==> run_1/wires.png <==
Only two layers are drawn.
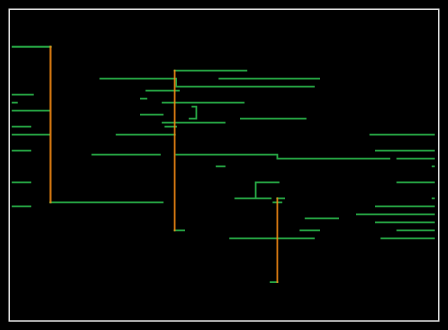
==> run_1/sizes.png <==
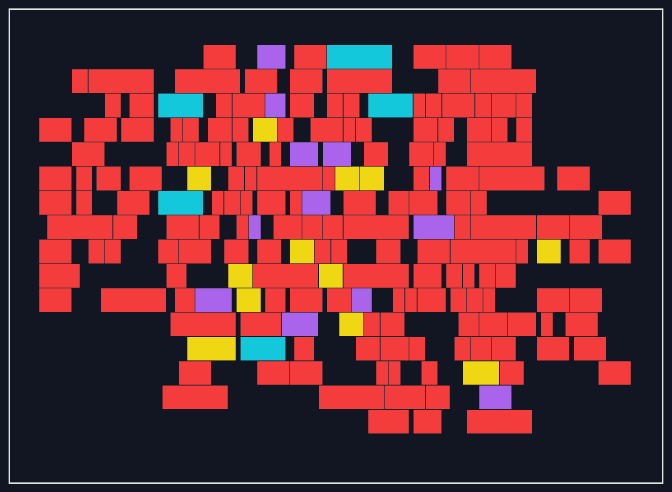
==> run_1/congestion.png <==
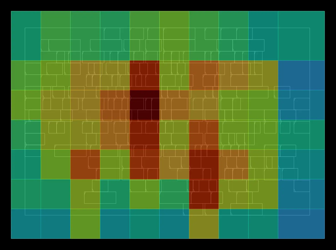
**src/rtl/usr_pkg.sv**
```systemverilog
// Shared constants for the universal shift register: step modes and run-FSM states.
package usr_pkg;

    localparam logic [2:0] MODE_HOLD = 3'd0;
    localparam logic [2:0] MODE_SHL  = 3'd1;
    localparam logic [2:0] MODE_SHR  = 3'd2;
    localparam logic [2:0] MODE_ROL  = 3'd3;
    localparam logic [2:0] MODE_ROR  = 3'd4;
    localparam logic [2:0] MODE_ASR  = 3'd5;

    localparam logic [0:0] ST_IDLE = 1'b0;
    localparam logic [0:0] ST_RUN  = 1'b1;

endpackage

```
**src/rtl/usr_step.sv**
```systemverilog
// One shift/rotate step of the register. Pure combinational; shared by run and manual paths.
module usr_step #(
    parameter int WIDTH = 8,
    parameter int LANES = 1
) (
    input  logic [WIDTH-1:0] r,
    input  logic [LANES-1:0] sin,
    input  logic [2:0]       mode,
    output logic [WIDTH-1:0] next_r,
    output logic [LANES-1:0] sout
);
    import usr_pkg::*;

    // Next register value and the lanes that leave on this step; reserved modes hold
    always_comb begin
        next_r = r;
        sout   = '0;
        case (mode)
            MODE_SHL: begin
                next_r = {r[WIDTH-LANES-1:0], sin};
                sout   = r[WIDTH-1 -: LANES];
            end
            MODE_SHR: begin
                next_r = {sin, r[WIDTH-1:LANES]};
                sout   = r[LANES-1:0];
            end
            MODE_ROL: begin
                next_r = {r[WIDTH-LANES-1:0], r[WIDTH-1 -: LANES]};
                sout   = r[WIDTH-1 -: LANES];
            end
            MODE_ROR: begin
                next_r = {r[LANES-1:0], r[WIDTH-1:LANES]};
                sout   = r[LANES-1:0];
            end
            MODE_ASR: begin
                next_r = {{LANES{r[WIDTH-1]}}, r[WIDTH-1:LANES]};
                sout   = r[LANES-1:0];
            end
            default: begin
                next_r = r;
                sout   = '0;
            end
        endcase
    end

endmodule

```
**src/rtl/univ_shift_reg.sv**
```systemverilog
// Universal shift register with parallel load, manual stepping and an autonomous N-step run.
//
//  state   | meaning
//  --------+------------------------------------------------------------
//  ST_IDLE | waiting; load, start or manual en step accepted
//  ST_RUN  | one step per edge with the latched mode until cnt reaches 1
module univ_shift_reg #(
    parameter int WIDTH = 8,
    parameter int LANES = 1,
    parameter int CNTW  = 4
) (
    input  logic             clk,
    input  logic             rst,
    input  logic             en,
    input  logic [2:0]       mode,
    input  logic [LANES-1:0] sin,
    input  logic             load,
    input  logic [WIDTH-1:0] pdin,
    input  logic             start,
    input  logic [CNTW-1:0]  nsteps,
    output logic [WIDTH-1:0] pout,
    output logic [LANES-1:0] sout,
    output logic             busy,
    output logic             done
);
    import usr_pkg::*;

    logic [0:0]      state;
    logic [CNTW-1:0] cnt;
    logic [2:0]      run_mode;
    logic [2:0]      act_mode;
    logic [WIDTH-1:0] step_r;

    // While running the latched mode drives the step logic; the live input is ignored
    assign act_mode = (state == ST_RUN) ? run_mode : mode;

    usr_step #(
        .WIDTH (WIDTH),
        .LANES (LANES)
    ) u_step (
        .r      (pout),
        .sin    (sin),
        .mode   (act_mode),
        .next_r (step_r),
        .sout   (sout)
    );

    // Priority: rst > load > run step > start > manual step; done is a single-cycle pulse
    always_ff @(posedge clk) begin
        if (rst) begin
            state    <= ST_IDLE;
            cnt      <= '0;
            run_mode <= MODE_HOLD;
            pout     <= '0;
            busy     <= 1'b0;
            done     <= 1'b0;
        end else begin
            done <= 1'b0;
            if (load) begin
                pout  <= pdin;
                state <= ST_IDLE;
                busy  <= 1'b0;
                cnt   <= '0;
            end else if (state == ST_RUN) begin
                pout <= step_r;
                cnt  <= cnt - CNTW'(1);
                if (cnt == CNTW'(1)) begin
                    state <= ST_IDLE;
                    busy  <= 1'b0;
                    done  <= 1'b1;
                end
            end else if (start) begin
                if (nsteps != '0) begin
                    state    <= ST_RUN;
                    run_mode <= mode;
                    cnt      <= nsteps;
                    busy     <= 1'b1;
                end else begin
                    done <= 1'b1;
                end
            end else if (en) begin
                pout <= step_r;
            end
        end
    end

endmodule

```
**config.mk**
```make
export PLATFORM = sky130hd
export DESIGN_NAME = univ_shift_reg
export DESIGN_NICKNAME = d
export VERILOG_FILES = /design/src/rtl/usr_pkg.sv /design/src/rtl/usr_step.sv /design/src/rtl/univ_shift_reg.sv
export SDC_FILE = /design/constraint.sdc
export NUM_CORES = 1
export LEC_CHECK = 0
export CAP_MARGIN = 10
export CORE_ASPECT_RATIO = 0.7
export CORE_MARGIN = 3
export CORE_UTILIZATION = 40
export CTS_CLUSTER_DIAMETER = 200
export DETAILED_ROUTE_END_ITERATION = 16
export PLACE_DENSITY = 0.79
export SLEW_MARGIN = 20
export SYNTH_ARGS = -nofsm -noshare
export SYNTH_HDL_FRONTEND = slang
export SYNTH_HIERARCHICAL = 1
export SYNTH_SLANG_ARGS = --single-unit
```
**constraint.sdc**
```tcl
create_clock -name clk -period 3.06 [get_ports clk]
set_clock_uncertainty 0.2 [all_clocks]
set_input_delay 0.765 -clock clk [delete_from_list [all_inputs] [get_ports clk]]
set_output_delay 0.765 -clock clk [all_outputs]
set_load 0.05 [all_outputs]
```
==> flow_summary.yaml, run 1 <==
# synthesis and place-and-route metrics
clocking:
  htreeDepth: 1
  cts.reportedPaths.clkPinSlew_ps: 80
  clock-root-buffer: "clkbuf_8"
  clock_path_buffers: 2
  cts_tree: "yes"
  cts.sinks: 18
  cts_made_buffers: 3
  postCtsSetupBuffers: 0
  clk_latency_ps: 270
  holdBufCountCts: 0
  ctsResizeCount: 2
yosys:
  yosysMostFrequentCell: "a21oi_1"
  synth-edff-count: 0
  flop_cell: "dfxtp_1"
  top_area_cell: "dfxtp_1"
  ys_seq_share_pct: 28.7
  numSynthFlops: 18
  synth.top_cell.area_share_pct: 28.7
  yosysWarnings: 6
  ys_top_cells_by_count: "25 x a21oi_1, 18 x dfxtp_1, 12 x nor2_1"
  syn_area_um2: 1250
  area_leaders: "dfxtp_1 29%, a21oi_1 10%, mux2i_1 8.8%, a21o_1 5.4%, nand2b_1 4.5%"
  syn_nets: 181
  synth_cell_types: 38
  async_flop_share_pct: 0
detailed_routing:
  drtIter0Drc: 142
  drcViolationCount: 0
  wl_met1_um: 1540
  dr.pass1.iters: 4
  highest-signal-layer: "met4"
  vias_per_cell: 5.88
worst_setup_path:
  critPathLaunchType: "input port"
  end_kind: "output pin"
  critPathKind: "input port to output pin"
  r2r_slack_ps: 620
worst_hold_path:
  hold_class: "register to register"
run:
  drv_cap: 0
sta:
  setup_violations: 0
  hold_viol: 0
  worst_pin_slew_ps: 1070
  fmax_mhz: 331
  period_needed_ps: 3020
  slew_headroom_pct: 28.4
  slew_viol_final: 0
  fin_crit_sh_pct: 98.7
floorplanning:
  chipArea_um2: 3850
  floorplanUtilization_pct: 43.5
  dieHeight_um: 52.8
  die_w_um: 72.9
  num_rows: 16
placed_design:
  placed_cells: 224
  place_hpwl_um: 2540
  io_buffer_count: 31
layout:
  logic_area_um2: 837
  final_cells: 228
  antennaDiodeCount: 0
  seq_area_um2: 360
  drive_above_1_share_pct: 15.1
run_status:
  status: "finished clean"
global_routing:
  grt_remaining_overflow: 0
  grt_pass1_vias: 1308
  antenna_found_initial: 0
  grt_max_degree: 18
  grt_pass1_wl_um: 5830
pwr:
  power_mw: 0.744
  power.density_nw_per_um2: 432
  ir_worst_vdd_mv: 0.321
Notes on wires.png above:
- orange: metal 4 (wire length 68.0 µm)
- green: metal 3 (wire length 355 µm)
gr usage total: 20.0%
drt total wl: 3610 µm
Via Count: 1340
wire length per cell: 15.8 µm

Notes on sizes.png above:
- purple: _2 cells (cells 12; share 6.3%; most used o21ai_2)
- cyan: _6 and larger (cells 5; share 2.6%; most used clkbuf_8)
- red: _0 and _1 cells (cells 163; share 85%; most used clkdlybuf4s50_1)
- yellow: _3 and _4 cells (cells 12; share 6.3%; most used buf_4)
P&R area growth vs syn: 37.3%
post-route cell area: 1720 µm²
slack of the critical path: 39.6 ps
Plain + repair buffers: 41

Notes on congestion.png above:
GRT Max-Usage Layer: met2
post-layout util: 59.7%
met3 usage: 3.83%

run 1: cell families (layout without fill, tap and decap cells):
kind of cell	after synthesis	in the layout	share of synthesized area (%)
adder cells (fa/ha/maj)	3	3	2.99
flip-flops	18	18	28.7
buffers and inverters	17	52	5.59
AND-OR/OR-AND	54	54	27.5
XOR/XNOR	1	1	0.699
AND/OR/NAND/NOR	50	50	23.0
multiplexers	14	14	11.5
run 1: stage by stage:
| stage | setup slack [ps] | hold WS [ps] | TNS [ps] | area (µm²) |
|---|---|---|---|---|
| CTS | 26.5 | 278 | 0 | 1710 |
| detailed placement | -65.0 | 263 | -71.9 | 1650 |
| floorplan | 28.2 | 245 | 0 | 1250 |
| global route | -8.53 | 305 | -8.53 | 1720 |
| finish | 39.6 | 275 | 0 | 1720 |
| global placement | 1.50 | 256 | 0 | 1650 |
run 1: flip-flops by register name, summed over array words and instances (netlist names):
| register | flops |
|---|---|
| busy | 1 |
| done | 1 |
| pout | 8 |
| run_mode | 3 |
| state | 1 |
| cnt | 4 |
run 1: path summary, 6_finish.rpt:
| check | startpoint | endpoint | cells after the start |
|---|---|---|---|
| setup / recovery | mode[0] | sout | 6 |
| setup reg to reg | state$_SDFF_PP0_ | pout[0]$_SDFFE_PP0P_ | 9 |
| hold / removal | run_mode[2]$_SDFFE_PP0P_ | run_mode[2]$_SDFFE_PP0P_ | 2 |
| hold reg to reg | run_mode[2]$_SDFFE_PP0P_ | run_mode[2]$_SDFFE_PP0P_ | 2 |
run 1: cell usage in the layout (no fill, tap or decap), drive strengths merged, types with 6 or more instances in the layout:
cell,instances
nand3,8
nor2,12
buf,11
clkdlybuf4s50,29
inv,7
mux2i,11
a21o,9
a21oi,25
dfxtp,18
nand2b,9
a22oi,6
run 1: worst max-delay path, stage by stage:
cell	delay [ps]
clkdlybuf4s50_1	430
mux2_2	310
buf_4	160
a21oi_2	150
o21ai_2	90
buf_12	150
run 1: power breakdown:
group	total (mW)	internal, mW	switching, mW
Clock	0.210	0.115	0.0947
Combinational	0.263	0.120	0.143
Sequential	0.272	0.250	0.0216
run 1: metal layers:
layer | global-route usage [%] | up-vias
met5 | 0 | -
met4 | 8.90 | 0
met3 | 3.83 | 7
met2 | 34.7 | 66
met1 | 24.1 | 624
li1 | - | 643
run 1: layout make-up:
cell class / instances / area share (%)
Tap cell: 36 / 2.62
Clock buffer: 4 / 3.20
Inverter: 7 / 1.53
Sequential cell: 18 / 20.9
Multi-Input combinational cell: 122 / 48.6
Timing Repair Buffer: 41 / 23.1
## Run 2: what changed since run 1
--- a/config.mk
+++ b/config.mk
@@ -7,7 +7,6 @@
 export LEC_CHECK = 0
 export CAP_MARGIN = 10
 export CORE_ASPECT_RATIO = 0.7
-export CORE_MARGIN = 3
 export CORE_UTILIZATION = 40
 export CTS_CLUSTER_DIAMETER = 200
 export DETAILED_ROUTE_END_ITERATION = 16
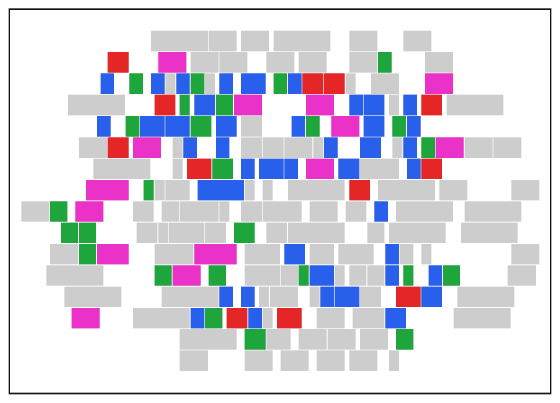
(run_2/logic_types.png)
- red: non-inverting ao/oa cells (cells 12)
- magenta: mux cells (cells 14)
- green: nand cells (cells 26)
- blue: aoi and oai cells (cells 42)
Comb area share: 49.0%
fin cells: 228
dominant logic cell type in the layout: clkdlybuf4s50_1

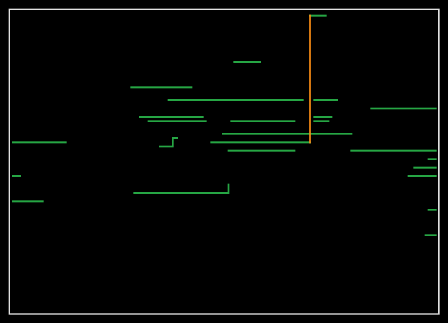
(run_2/wires.png)
Only two layers are drawn.
- orange: metal 4 (wire length 20.4 µm)
- green: metal 3 (wire length 194 µm)
wire length per cell: 14.8 µm
Via Count: 1288
gr usage total: 22.0%
drt total wl: 3380 µm

==> run 2 against run 1 <==
  * Sequential cell count unchanged
  * Cell count did not move
  * Power shrank 1.6%
  * Cell area increased by 0.51%
  * Maximum frequency fell by 0.63%
  * Setup slack worse by 19 ps
  * First-iteration DRC count is 2.8% lower
  * Clock-buffer cell count unchanged
  * Critical path depth unchanged
  * Critical path type unchanged
==> flow_summary.yaml, run 2 <==
# synthesis and place-and-route metrics
run_status:
  status: "finished clean"
sta:
  worst_pin_slew_ps: 1020
  hold_viol: 0
  period_needed_ps: 3040
  fin_ws_ps: 20.4
  hold_ws_ps: 279
  setup_violations: 0
  fin_crit_sh_pct: 99.3
  fin_tns_setup_ps: 0
  slew_headroom_pct: 31.5
  slew_viol_final: 0
  fmax_mhz: 329
pwr:
  power.density_nw_per_um2: 423
  seqPwrFrac_pct: 37.3
  power.internal_mw: 0.485
  p_switching_mw: 0.247
  switching_share_pct: 33.7
layout:
  antennaDiodeCount: 0
  synthToLayoutAreaGrowth_pct: 38.0
  utilization_pct: 60.0
  largest_reg_flops: 8
  final_cell_mix: "30 x clkdlybuf4s50_1, 24 x a21oi_1, 18 x dfxtp_1"
  top_register: "pout"
  drive_above_1_share_pct: 15.1
  reg.largest.list: "pout (8), cnt (4), run_mode (3)"
yosys:
  synth-edff-count: 0
  async_flop_share_pct: 0
  yosys.area_share.simple_pct: 23.0
  synthXorXnorAreaFrac_pct: 0.699
  yosysWarnings: 6
  compound_area_share_pct: 27.5
  ys_top_cells_by_count: "25 x a21oi_1, 18 x dfxtp_1, 12 x nor2_1"
  top_logic_kind: "AND-OR/OR-AND gates"
  ys_seq_share_pct: 28.7
  top_area_cell: "dfxtp_1"
  syn-instance-count: 157
  syn_nets: 181
  synth.top_cell.area_share_pct: 28.7
  ys_sh_mux_pct: 11.5
  synth_adder_area_share_pct: 2.99
  area_leaders: "dfxtp_1 29%, a21oi_1 10%, mux2i_1 8.8%, a21o_1 5.4%, nand2b_1 4.5%"
  yosysMostFrequentCell: "a21oi_1"
  flop_cell: "dfxtp_1"
  synth_cell_types: 38
floorplanning:
  die_w_um: 68.9
  chipArea_um2: 3370
  num_rows: 16
  dieHeight_um: 48.8
  floorplanUtilization_pct: 43.5
clocking:
  htreeDepth: 1
  clock-root-buffer: "clkbuf_8"
  cts.reportedPaths.clkPinSlew_ps: 70
  clock_path_buffers: 2
  cts.sinks: 18
  clk_latency_ps: 260
  cts_tree: "yes"
placed_design:
  placed_cells: 224
  post-place-ws_ps: -53.4
  io_buffer_count: 31
  place_hpwl_um: 2460
detailed_routing:
  drtIter0Drc: 138
  drcViolationCount: 0
  vias_per_cell: 5.65
worst_hold_path:
  hold_class: "register to register"
worst_setup_path:
  end_kind: "output pin"
  critPathKind: "input port to output pin"
  critPathLaunchType: "input port"
global_routing:
  grt_pass1_vias: 1160
  grt_max_degree: 17
  antenna_found_initial: 0
  grt_remaining_overflow: 0
  grt_pass1_wl_um: 5530
run:
  drv_cap: 0
run 2: cell count changes in the layout (fill, tap and decap cells not counted), sizes merged:
cell	before	now
clkdlybuf4s50	29	30
dlymetal6s2s	1	0
run 2: worst max-delay path, cell delays in order:
cell and delay, ps:
clkdlybuf4s50_1 440, mux2_4 330, ha_1 210, nand2_2 100, o21ai_4 80, buf_12 150
run 2: power by group through the flow:
stage	clock network, mW	logic [mW]	registers (mW)
final	0.199	0.261	0.273
after floorplan	0	0.126	0.308
after global routing	0.218	0.281	0.276
after CTS	0.203	0.255	0.272
after global placement	0	0.245	0.276
after detailed placement	0	0.252	0.277
run 2: logic make-up after synthesis:
logic type      Yosys count
mux                      14
compound gates           54
fa+ha+maj                 3
buf+inv                  17
xor+xnor                  1
flops                    18
simple gates             50
run 2: cell type report:
cell class	count	area (µm²)
tap	36	45.0
sequential	18	360
inverter	7	26.3
clock buffer	4	55.1
timing repair buffer	41	395
fill	264	1150
multi-input combinational	122	848
run 2: routing by layer:
layer | wire length, µm | track usage [%]
met1 | 1580 | 31.4
met2 | 1590 | 31.1
met3 | 194 | 6.78
met4 | 20 | 6.80
met5 | 0 | 0
run 2: metrics by stage:
step	power [mW]	area, µm²
floorplan	0.434	1250
global placement	0.521	1650
detailed placement	0.528	1650
CTS	0.730	1710
global route	0.775	1730
finish	0.732	1730
run 2: worst paths after layout:
check / from / to / slack, ps / cells after the start
worst min register to register: busy$_SDFFE_PP0P_ / busy$_SDFFE_PP0P_ / 280 / 2
worst max-delay path: mode[2] / sout / 20 / 6
worst max register to register: state$_SDFF_PP0_ / pout[0]$_SDFFE_PP0P_ / 660 / 8
worst min-delay path: busy$_SDFFE_PP0P_ / busy$_SDFFE_PP0P_ / 280 / 2
run 2: what timing repair did:
action                                  4_1_cts  5_1_grt
hold buffers                                  0        0
endpoints found under the setup margin        1        1
buffers inserted                              0        0
pin swaps                                     0        0
resized                                       3        4
Power figures rest on the tool's default switching activity, not on a simulated workload.
